==> config.mk <==
export PLATFORM = sky130hd
export DESIGN_NAME = rr_arb2_stage
export DESIGN_NICKNAME = d
export VERILOG_FILES = /design/src/rtl/rr_arb2_pkg.sv /design/src/rtl/rr_arb2_stage_mux2_w.sv /design/src/rtl/rr_arb2_stage.sv
export SDC_FILE = /design/constraint.sdc
export NUM_CORES = 1
export LEC_CHECK = 0
export ABC_AREA = 1
export CAP_MARGIN = 20
export CORE_AREA = 2 2 39 41
export CTS_CLUSTER_SIZE = 24
export DETAILED_ROUTE_END_ITERATION = 10
export DIE_AREA = 0 0 41 43
export DONT_BUFFER_PORTS = 1
export PLACE_DENSITY = 0.36
export SETUP_SLACK_MARGIN = 0.3
export SLEW_MARGIN = 20
export SYNTH_ARGS = -nofsm -noshare
export SYNTH_HDL_FRONTEND = slang
export SYNTH_HIERARCHICAL = 1
export SYNTH_SLANG_ARGS = --single-unit
==> constraint.sdc <==
create_clock -name clk -period 1.2 [get_ports clk]
set_clock_uncertainty 0.1 [all_clocks]
set_input_delay 0.18 -clock clk [delete_from_list [all_inputs] [get_ports clk]]
set_output_delay 0.18 -clock clk [all_outputs]
set_load 0.01 [all_outputs]
run_1/cell_density.png
The die is cut into 8 by 9 equal tiles; white is low, dark blue is high, 0 to 100% covered.
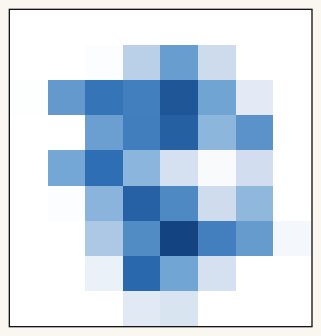
nearly empty tiles: 49%
tiles over 75% full: 8.3%
fullest tile: 92%
emptiest ninth of the die: bottom left
mean over tiles: 24%
densest ninth of the die: middle
post-route core utilization: 0.322
Std-Cell Core Area: 1380 um2
Core Density at Floorplan: 0.202

run_1/placement_by_type.png
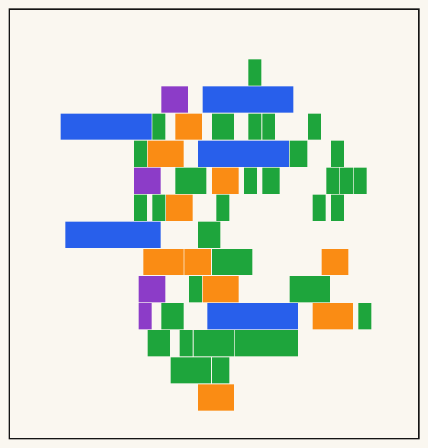
| class | color | cells | share of their area |
|---|---|---|---|
| sequential cells | blue | 5 | 30% |
| clock drivers and dummy loads | purple | 4 | 6.2% |
| combinational and other logic | green | 32 | 43% |
| remaining buffers and delay cells | orange | 10 | 21% |
Final Cell Area: 445 um2
sequential portion of the cell area: 0.284
Core Rows: 14

run_1/placement.png
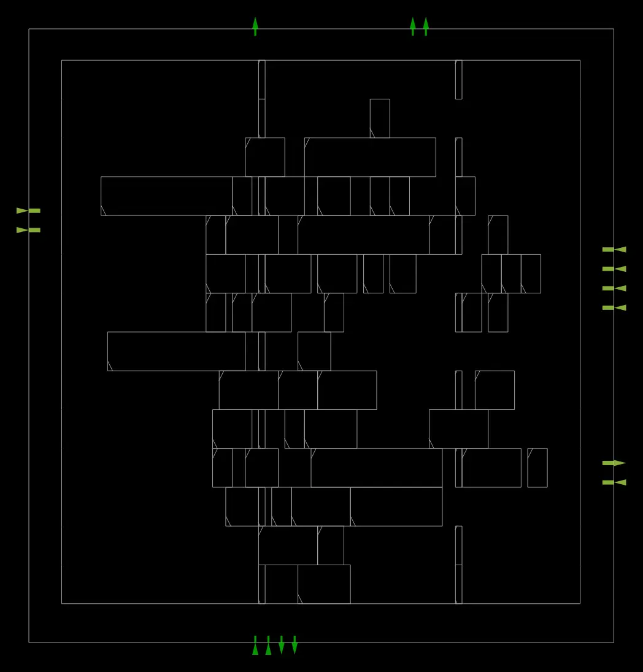
number of fill cells in the layout: 161
final cell count without fillers: 67
tap cell count: 16

==> flow_summary.html <==
<p>Metrics extracted from the flow reports.</p>
<table>
<tr><th>Metric</th><th>Value</th></tr>
<tr><th colspan="2">Status</th></tr>
<tr><td>Status</td><td>complete, but fails checks</td></tr>
<tr><td>Violated checks</td><td>setup timing</td></tr>
<tr><th colspan="2">Clocking</th></tr>
<tr><td>CTS Hold Bufs</td><td>3</td></tr>
<tr><td>CTS root buffer</td><td>sky130_fd_sc_hd__clkbuf_4</td></tr>
<tr><td>CTS max path bufs</td><td>2</td></tr>
<tr><td>CTS tree</td><td>built</td></tr>
<tr><td>Post_cts resized</td><td>4</td></tr>
<tr><td>Skew-Pair Late Insertion Delay</td><td>0.24 ns</td></tr>
<tr><td>H-Tree Depth</td><td>1</td></tr>
<tr><td>TritonCTS sink count</td><td>5</td></tr>
<tr><td>Setup fix buffers added after clock tree synthesis</td><td>2</td></tr>
<tr><td>Clk slew on worst S/H paths</td><td>0.04 ns</td></tr>
<tr><th colspan="2">Synth</th></tr>
<tr><td>Leading area contributor after synthesis</td><td>sky130_fd_sc_hd__dfrtp_1</td></tr>
<tr><td>Top area cells in the synthesized netlist</td><td>sky130_fd_sc_hd__dfrtp_1 (36%), sky130_fd_sc_hd__nand2_1 (23%), sky130_fd_sc_hd__dfstp_2 (9.4%), sky130_fd_sc_hd__nand2_4 (8.1%), sky130_fd_sc_hd__nand3_1 (5.4%)</td></tr>
<tr><td>Synthesized net count</td><td>46</td></tr>
<tr><td>Top-area cell type share of the netlist area</td><td>0.359</td></tr>
<tr><td>Most numerous cell in the Yosys netlist</td><td>sky130_fd_sc_hd__nand2_1</td></tr>
<tr><td>Simple-Gate Area Share</td><td>0.448</td></tr>
<tr><td>Number of unique standard cell types used by synthesis</td><td>11</td></tr>
<tr><td>Mean instance size in the synthesized netlist</td><td>7.54 um2</td></tr>
<tr><td>Top logic cell family in the synthesized netlist</td><td>simple AND/OR/NAND/NOR gates</td></tr>
<tr><td>Fraction of the mapped netlist area in adder cells</td><td>0</td></tr>
<tr><td>Share of the yosys chip area belonging to registers</td><td>0.453</td></tr>
<tr><td>Number of synthesized flops with an enable pin</td><td>0</td></tr>
<tr><td>Proportion of register bits with asynchronous set or reset after synthesis</td><td>1.00</td></tr>
<tr><th colspan="2">GRT</th></tr>
<tr><td>Fraction of met2 tracks used by global routing</td><td>0.169</td></tr>
<tr><td>Global Route Usage Sum</td><td>0.102</td></tr>
<tr><td>GRT Residual Overflow</td><td>0</td></tr>
<tr><td>Wire length of the first global-routing pass</td><td>1.18 mm</td></tr>
<tr><td>Via count of the first global-routing pass</td><td>301</td></tr>
<tr><td>Maximum number of pins on one net before global-route repair</td><td>7</td></tr>
<tr><td>Fraction of met3 tracks used by global routing</td><td>0.0419</td></tr>
<tr><td>Met1 Track Usage GR</td><td>0.0980</td></tr>
<tr><th colspan="2">Layout</th></tr>
<tr><td>Signal buf overhead</td><td>0.202</td></tr>
<tr><td>Comb gates</td><td>27</td></tr>
<tr><td>Most common cell after layout, fill and taps aside</td><td>sky130_fd_sc_hd__nand2_1</td></tr>
<tr><td>Number of clock buffers in the layout</td><td>4</td></tr>
<tr><th colspan="2">Floorplanning</th></tr>
<tr><td>Chip Height</td><td>43 um</td></tr>
<tr><td>Top-Level Pins</td><td>15</td></tr>
<tr><td>Chip Area</td><td>1760 um2</td></tr>
<tr><th colspan="2">Final timing</th></tr>
<tr><td>Number of failing setup endpoints in the final timing report</td><td>3</td></tr>
<tr><td>Post-route fraction of the period consumed by the critical path</td><td>1.09</td></tr>
<tr><td>Final Hold Violation Tally</td><td>0</td></tr>
<tr><td>Worst path setup slack after routing</td><td>-0.102 ns</td></tr>
<tr><td>Worst Tran Pin Value</td><td>0.256 ns</td></tr>
<tr><td>Timing-limited maximum frequency</td><td>0.768 GHz</td></tr>
<tr><td>Final max-slew violation count</td><td>0</td></tr>
<tr><td>Final setup TNS</td><td>-0.192 ns</td></tr>
<tr><th colspan="2">Power and ir drop</th></tr>
<tr><td>Power density normalized to cell area</td><td>1230 nW/um2</td></tr>
<tr><td>Combinational logic power</td><td>0.133 mW</td></tr>
<tr><td>Sequential power share</td><td>0.400</td></tr>
<tr><td>Peak supply drop</td><td>0.000488 V</td></tr>
<tr><td>Relative contribution of the clock network to total power</td><td>0.357</td></tr>
<tr><td>Design internal power</td><td>0.388 mW</td></tr>
<tr><th colspan="2">Critical path</th></tr>
<tr><td>Maximum fanout encountered on the critical timing path</td><td>2</td></tr>
<tr><td>Crit path max-delay cell type</td><td>sky130_fd_sc_hd__dfstp_2</td></tr>
<tr><td>Most prevalent standard cell on the critical path</td><td>sky130_fd_sc_hd__nand2_2</td></tr>
<tr><td>Highest cell delay on the worst timing path</td><td>0.54 ns</td></tr>
<tr><td>Critical path, cell by cell</td><td>buf_6 &gt; nand2_2 &gt; nand2_2 &gt; nor2_4</td></tr>
<tr><td>Worst setup path category</td><td>reg -&gt; out</td></tr>
<tr><td>Register-to-Register Setup Slack</td><td>-0.02 ns</td></tr>
<tr><td>Top Family by Delay on Critical Path</td><td>flip-flops</td></tr>
<tr><th colspan="2">Job</th></tr>
<tr><td>MaxCap Viol Count</td><td>0</td></tr>
<tr><th colspan="2">Place</th></tr>
<tr><td>Placement-stage cell area</td><td>332 um2</td></tr>
<tr><td>HPWL reported at the end of detailed placement</td><td>518 um</td></tr>
<tr><td>Inst Count DP</td><td>56</td></tr>
<tr><th colspan="2">Drt</th></tr>
<tr><td>Vias per cell</td><td>4.24</td></tr>
<tr><td>Remaining DRCs</td><td>0</td></tr>
<tr><td>Met3 wire length</td><td>54 um</td></tr>
<tr><td>Routed length on met2</td><td>396 um</td></tr>
</table>
Power figures rest on the tool's default switching activity, not on a simulated workload.
